Met1 routing:
Supply wires on this layer in grey.
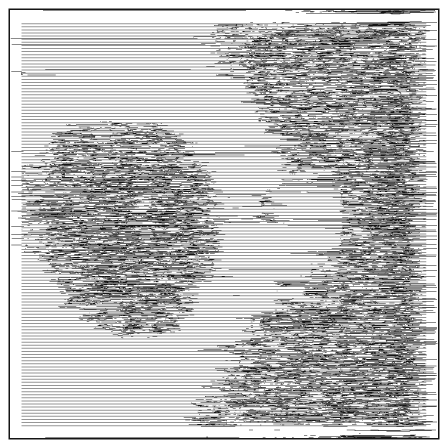
Metal 2:
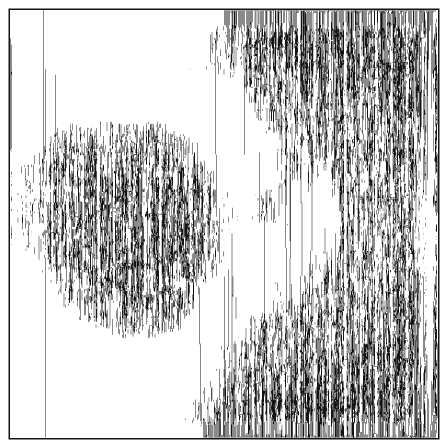
The metal 3 layer:
Scale bar: 100 um. Cells faint in the background.
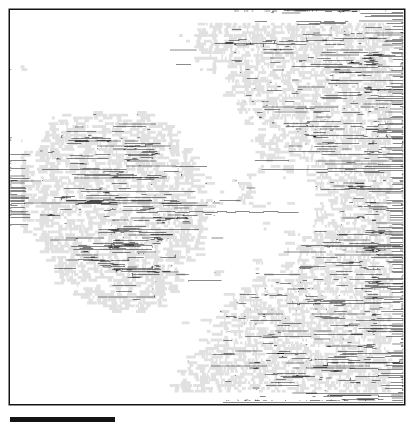
Signal wires on met4:
Supply wires on this layer in grey. Cells faint in the background.
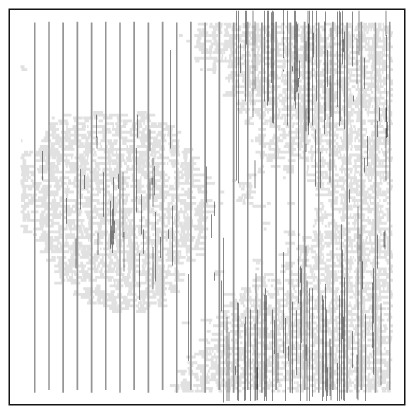
Clock routing:
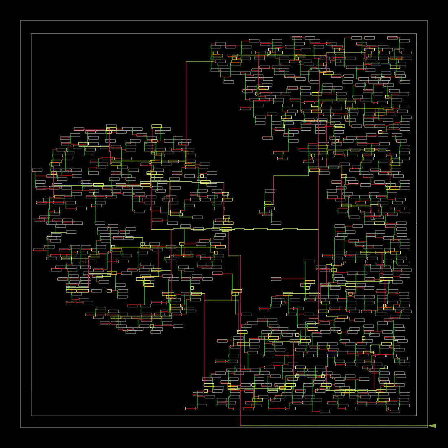
`src/rtl/thor2022_pkg.sv`:
```
// Shared types and geometry for the Thor2022 instruction-cache fill path.
// A line is four 16-byte beats; the way field is fixed at two bits.
package thor2022_pkg;

    typedef enum logic [1:0] {
        IDLE  = 2'd0,
        FETCH = 2'd1,
        WRITE = 2'd2,
        DONE  = 2'd3
    } fill_state_e;

    localparam int BEAT_W     = 2;
    localparam int WAY_W      = 2;
    localparam int BEAT_BYTES = 16;
    localparam int LINE_BYTES = 64;
    localparam int BEAT_BITS  = BEAT_BYTES * 8;
    localparam int LINE_BITS  = LINE_BYTES * 8;
    localparam int BEAT_OFS   = $clog2(BEAT_BYTES);
    localparam int LINE_OFS   = $clog2(LINE_BYTES);

endpackage

```
`src/rtl/thor2022_icvictim.sv`:
```
// Per-set round-robin victim pointers: combinational read by set index,
// and a one-cycle advance strobe that bumps one set's pointer modulo WAYS.
module thor2022_icvictim
    import thor2022_pkg::*;
#(
    parameter int LINES = 128,
    parameter int WAYS  = 4,
    parameter int SET_W = $clog2(LINES)
) (
    input  logic             clk,
    input  logic             rst_n,
    input  logic [SET_W-1:0] rd_set,
    output logic [WAY_W-1:0] rd_way,
    input  logic             adv,
    input  logic [SET_W-1:0] adv_set
);

    localparam logic [WAY_W-1:0] LAST_WAY = WAY_W'(WAYS - 1);

    logic [WAY_W-1:0] ptr [LINES];

    always_ff @(posedge clk or negedge rst_n) begin
        if (!rst_n) begin
            for (int i = 0; i < LINES; i++) begin
                ptr[i] <= '0;
            end
        end else if (adv) begin
            ptr[adv_set] <= (ptr[adv_set] == LAST_WAY) ? '0 : ptr[adv_set] + 1'b1;
        end
    end

    assign rd_way = ptr[rd_set];

endmodule

```
`src/rtl/thor2022_icfill.sv`:
```
// Instruction-cache line fill: fetches four beats for a missing line, then
// issues one tag/data write to the victim way chosen by round-robin.
module thor2022_icfill
    import thor2022_pkg::*;
#(
    parameter int LINES = 128,
    parameter int WAYS  = 4,
    parameter int AWID  = 32
) (
    input  logic                 clk,
    input  logic                 rst_n,
    input  logic                 miss,
    input  logic [AWID-1:0]      miss_adr,
    output logic                 busy,
    output logic                 done,
    output logic                 err,
    output logic                 mreq,
    output logic [AWID-1:0]      madr,
    input  logic                 mack,
    input  logic                 merr,
    input  logic [BEAT_BITS-1:0] mdat,
    output logic                 tag_wr,
    output logic [AWID-1:0]      tag_ip,
    output logic [WAY_W-1:0]     tag_way,
    output logic                 line_wr,
    output logic [LINE_BITS-1:0] line_dat
);

    localparam int SET_W = $clog2(LINES);
    localparam int LA_W  = AWID - LINE_OFS;

    fill_state_e      state, state_nx;
    logic [LA_W-1:0]  line_q;
    logic [BEAT_W-1:0] beat_q;
    logic [WAY_W-1:0] way_q;
    logic [WAY_W-1:0] vic_way;
    logic             accept;
    logic             beat_ok;
    logic             beat_bad;
    logic             unused_adr;

    // Memory handshake: mreq is a level request held for the whole FETCH;
    // every cycle with mack=1 transfers exactly one beat at madr, and merr
    // is only meaningful in a cycle where mack=1.
    assign accept   = (state == IDLE) && miss;
    assign beat_ok  = (state == FETCH) && mack && !merr;
    assign beat_bad = (state == FETCH) && mack && merr;

    always_comb begin
        state_nx = state;
        case (state)
            IDLE:    if (miss) state_nx = FETCH;
            FETCH: begin
                if (beat_bad) begin
                    state_nx = IDLE;
                end else if (beat_ok && (beat_q == 2'd3)) begin
                    state_nx = WRITE;
                end
            end
            WRITE:   state_nx = DONE;
            DONE:    state_nx = IDLE;
            default: state_nx = IDLE;
        endcase
    end

    always_ff @(posedge clk or negedge rst_n) begin
        if (!rst_n) begin
            state    <= IDLE;
            line_q   <= '0;
            beat_q   <= '0;
            way_q    <= '0;
            line_dat <= '0;
            tag_wr   <= 1'b0;
            line_wr  <= 1'b0;
            done     <= 1'b0;
            err      <= 1'b0;
        end else begin
            state   <= state_nx;
            tag_wr  <= (state == WRITE);
            line_wr <= (state == WRITE);
            done    <= (state == DONE);
            err     <= beat_bad;
            if (accept) begin
                line_q <= miss_adr[AWID-1:LINE_OFS];
                beat_q <= '0;
                way_q  <= vic_way;
            end else if (beat_ok) begin
                line_dat[beat_q*BEAT_BITS +: BEAT_BITS] <= mdat;
                beat_q <= beat_q + 1'b1;
            end
        end
    end

    // The pointer is sampled when the miss is accepted and advanced only on a
    // completed fill, so an aborted fill leaves the set's victim unchanged.
    thor2022_icvictim #(
        .LINES (LINES),
        .WAYS  (WAYS),
        .SET_W (SET_W)
    ) u_victim (
        .clk     (clk),
        .rst_n   (rst_n),
        .rd_set  (miss_adr[LINE_OFS +: SET_W]),
        .rd_way  (vic_way),
        .adv     (state == WRITE),
        .adv_set (line_q[SET_W-1:0])
    );

    assign busy    = (state != IDLE);
    assign mreq    = (state == FETCH);
    assign madr    = {line_q, beat_q, {BEAT_OFS{1'b0}}};
    assign tag_ip  = {line_q, {LINE_OFS{1'b0}}};
    assign tag_way = way_q;

    assign unused_adr = ^miss_adr[LINE_OFS-1:0];

endmodule

```
`config.mk`:
```
export PLATFORM = sky130hd
export DESIGN_NAME = thor2022_icfill
export DESIGN_NICKNAME = d
export VERILOG_FILES = /design/src/rtl/thor2022_pkg.sv /design/src/rtl/thor2022_icvictim.sv /design/src/rtl/thor2022_icfill.sv
export SDC_FILE = /design/constraint.sdc
export NUM_CORES = 1
export LEC_CHECK = 0
export CORE_MARGIN = 10
export CORE_UTILIZATION = 30
export CTS_CLUSTER_DIAMETER = 60
export CTS_CLUSTER_SIZE = 28
export DETAILED_ROUTE_END_ITERATION = 10
export GPL_ROUTABILITY_DRIVEN = 0
export HOLD_SLACK_MARGIN = 0.12
export SLEW_MARGIN = 10
export SYNTH_ARGS = -nofsm -noshare
export SYNTH_HDL_FRONTEND = slang
export SYNTH_HIERARCHICAL = 1
export SYNTH_SLANG_ARGS = --single-unit
```
`constraint.sdc`:
```
create_clock -name clk -period 3.7 [get_ports clk]
set_input_delay 0.37 -clock clk [delete_from_list [all_inputs] [get_ports clk]]
set_output_delay 0.37 -clock clk [all_outputs]
set_load 0.02 [all_outputs]
```
==> impl_metrics.json <==
{
  "power.ir.vdd_worst_v": 0.000745,
  "synthDominantAreaCellType": "dfrtp_1",
  "power.total_mw": 42.4,
  "synth-area-yosys_um2": 38100,
  "ys.flops": 803,
  "pin_count": 749,
  "numCtsBuffers": 82,
  "setup.worst_path.start_class": "flip-flop",
  "pwr_density_cell_nw_per_um2": 846,
  "path_buffers": 3,
  "crit_type": "flip-flop to flip-flop",
  "yosysSeqAreaShare_pct": 52.7,
  "critPathCaptureType": "flip-flop",
  "worst_path_dominant_cell_family": "buffers and inverters",
  "cell_internal_pwr_mw": 23.7,
  "grt_overflow": 0,
  "timing_worst_slew_pin_value_ns": 1.03,
  "finalMaxSlewViolations": 0,
  "design.die.area_um2": 142000,
  "grt_pass1_wl_mm": 235,
  "worstPathMaxFanout": 40,
  "grt_pass1_vias": 31221,
  "seq_area_um2": 20100,
  "n_fill_cell": 12185,
  "async_flop_share_pct": 100,
  "drc": 0,
  "crit-reg2reg-launch": "line_q[0]",
  "critical-path-slowest-cell": "dfrtp_4",
  "synthDistinctLibCells": 66,
  "initial_antenna_violation_count": 33,
  "hpwl_after_dpl_mm": 112,
  "fp.dieW_um": 377,
  "crit_required_ns": 4.27,
  "tool_warnings": 51,
  "pwr-share-seq_pct": 30.5,
  "layout-drive-gt1-share_pct": 15.8,
  "cts.htree.levels": 3,
  "setup_violations": 0,
  "design.final.nets": 4301,
  "layout_top_cells": "dfrtp_1, clkdlybuf4s50_1, nand4_1",
  "max_incr_delay_on_cp_ns": 0.64,
  "top_cells_by_area": "dfrtp_1, nand4_1, mux2_2, mux4_2, o21ai_1",
  "post_drt_via_cell_ratio": 5.47,
  "post_synthesis_cell_area_um2": 38100,
  "tritoncts_clock_tree": "built",
  "drv.max_cap_violation_count": 0,
  "r2r.worst_path.cells": 9,
  "detailedRoute.firstIterationViolations": 3970,
  "initial_core_util_pct": 30.3,
  "arrival_time_of_the_worst_setup_path_ns": 4.07,
  "power.clock.fraction_pct": 21.9,
  "hold_crit_path_type": "input port to asynchronous set/reset pin",
  "p_switching_mw": 18.7,
  "multi_input_gate_area_um2": 14200,
  "drtPass1Iterations": 5,
  "slack_of_the_worst_reg_to_reg_path_ns": 0.20,
  "sw_frac_of_total_pct": 44.0,
  "track_usage_pct": 21.9,
  "postRouteAntennaNets": 0,
  "leakage_nw": 21.7,
  "synth.yosys.num_cells": 3542,
  "yosysWarnings": 6,
  "period_needed_ns": 3.50,
  "clock-root-buffer": "clkbuf_16",
  "timing.slew.headroom_pct": 31.5,
  "synth_cells": 3542,
  "final_min_period_over_clock_period_pct": 94.6,
  "clkSlewWorstSetupHoldPaths_ns": 0.07,
  "crit_top_cell": "buf_4",
  "worstReg2RegEnd": "u_victim/ptr[152]",
  "edf_count": 0,
  "clk_path_buf_depth": 3,
  "detail_route.wl_per_cell_um": 27.6,
  "port-buffer-count": 732,
  "max_freq_mhz": 286,
  "die_h_um": 377,
  "run_status": "complete, no violations",
  "timing.final.hold_violations": 0,
  "area_share_of_the_leading_cell_type_in_the_synthesized_netlist_pct": 52.7,
  "core_rows": 130,
  "comb_power_share_pct": 47.6,
  "synthToLayoutAreaGrowth_pct": 31.5,
  "synth_area_per_cell_um2": 10.8,
  "synthFlopType": "dfrtp_1",
  "tns_ns": 0,
  "floorplan.core_area_um2": 126000,
  "grt_start_max_net_pins": 190,
  "cts_repair_resize_count": 0,
  "unrepaired_setup_endpoints_after_global_routing": "no",
  "top_logic_cell_by_instance_count_in_the_layout": "dfrtp_1",
  "crit_chain": "buf_4 -> mux4_2 -> a221oi_1 -> nand4_1 -> a211o_1 -> o21ai_4 -> buf_4 -> buf_4 -> mux2_2"
}
Notes on 'met1 routing' above:
nets with wire on the layer = 3956
share of all routed wire = 40%
via total after detailed routing: 32.1k
aggregate routed wire length: 162 mm
grt met1 use: 27.9%

Notes on 'metal 2' above:
longest straight run = 158 um
share of all routed wire = 46%
wire length on this layer = 74.1 mm
met2 Use GR: 33.9%

Notes on 'the metal 3 layer' above:
share of all routed wire = 8.8%
nets with wire on the layer = 710
main direction = horizontal
wire length on this layer = 14300 um
global-route met3 utilization: 5.25%

Notes on 'signal wires on met4' above:
wire length on this layer = 9420 um
nets with wire on the layer = 121
longest straight run = 201 um
main direction = vertical
share of all routed wire = 5.8%

Notes on 'clock routing' above:
Latency at later pin: 0.68 ns
clock buf count: 93
sink count of the clock tree: 803
setup skew after layout: 0.0571 ns

[Yosys cell counts, drive strengths merged (7+ instances only)]
cell type    n
nor2b       20
nor2        60
and3         7
buf        255
inv        518
a221oi      22
a22oi       25
mux2i       27
nand4      517
nand2       96
clkbuf     114
mux2       305
a21oi       16
o21ai      533
a211oi       7
nand3       15
a221o        7
mux4        97
and2        14
dfrtp      803
nor3        13
[cells by family after synthesis]
family,synth area share [%]
xor gates and xnor gates,0.0230
and+or+nand+nor,11.8
muxes,15.4
DFF,52.7
AOI/OAI and AO/OA,9.21
other,0.00983
buffers and inverters,10.7
adders and majority gates,0.164
[routing by layer]
metal | part of all wire [%] | track usage, % | vias to the layer above
met1 | 40 | 27.9 | 16287
li1 | - | - | 13720
met4 | 5.8 | 12.2 | 4
met3 | 8.8 | 5.25 | 345
met5 | 0.014 | 0 | -
met2 | 46 | 33.9 | 1745
[power groups by stage]
| stage | Sequential (mW) | Combinational, mW | Clock (mW) |
|---|---|---|---|
| 2_1_floorplan | 15.6 | 7.01 | 0 |
| 3_3_place_gp | 13.0 | 20.0 | 0 |
| 3_5_place_dp | 13.1 | 20.0 | 0 |
| 4_1_cts | 12.9 | 20.2 | 9.45 |
| 5_1_grt | 13.2 | 21.2 | 9.79 |
| 6_report | 12.9 | 20.2 | 9.29 |
[state kept, by name, summed over array words and instances, names as in the netlist, named ones only]
| register | flops |
|---|---|
| line_dat | 512 |
| u_victim/ptr | 256 |
| line_q | 26 |
| beat_q | 2 |
| tag_way | 2 |
| done | 1 |
| err | 1 |
| line_wr | 1 |
| state | 1 |
[per-stage QoR]
step                      cells  util [%]  area, um^2  hold WS [ns]  worst slack, ns
after floorplan            3551         -       38200        0.0744            0.477
after global placement     5695      37.4       47100         0.430            0.175
after detailed placement   5695      37.4       47100         0.449            0.142
after CTS                  5849      39.8       50100         0.250            0.123
after global routing       5870      39.8       50100         0.288           0.0709
final                      5871      39.8       50100         0.265            0.201
[what timing repair did]
action                                 4_1_cts  5_1_grt
endpoints found under the hold margin       47        0
hold buffers                                 1        0
setup endpoints to repair                    0       11
setup buffers                                0        1
[worst max-delay path by stage]
stage | startpoint | to | slack, ns | cells past startpoint
after global routing | line_q[0] | u_victim/ptr[155] | 0.07 | 12
after CTS | line_q[0] | u_victim/ptr[180] | 0.12 | 9
after detailed placement | line_q[0] | u_victim/ptr[156] | 0.14 | 9
after global placement | line_q[0] | u_victim/ptr[80] | 0.17 | 9
after floorplan | miss_adr[6] | tag_way[1] | 0.48 | 7
final | line_q[0] | u_victim/ptr[152] | 0.20 | 9
[area by class of cell]
| cell class | instances | share of cell area [%] |
|---|---|---|
| inverters | 518 | 3.88 |
| well taps | 1650 | 4.12 |
| flip-flops and latches | 803 | 40.1 |
| clock buffers | 93 | 4.32 |
| repair buffers | 865 | 17.6 |
| clock inverters | 60 | 1.69 |
| multi-input cells | 1861 | 28.2 |
| diodes | 21 | 0.105 |
Power and IR drop assume default switching activity.
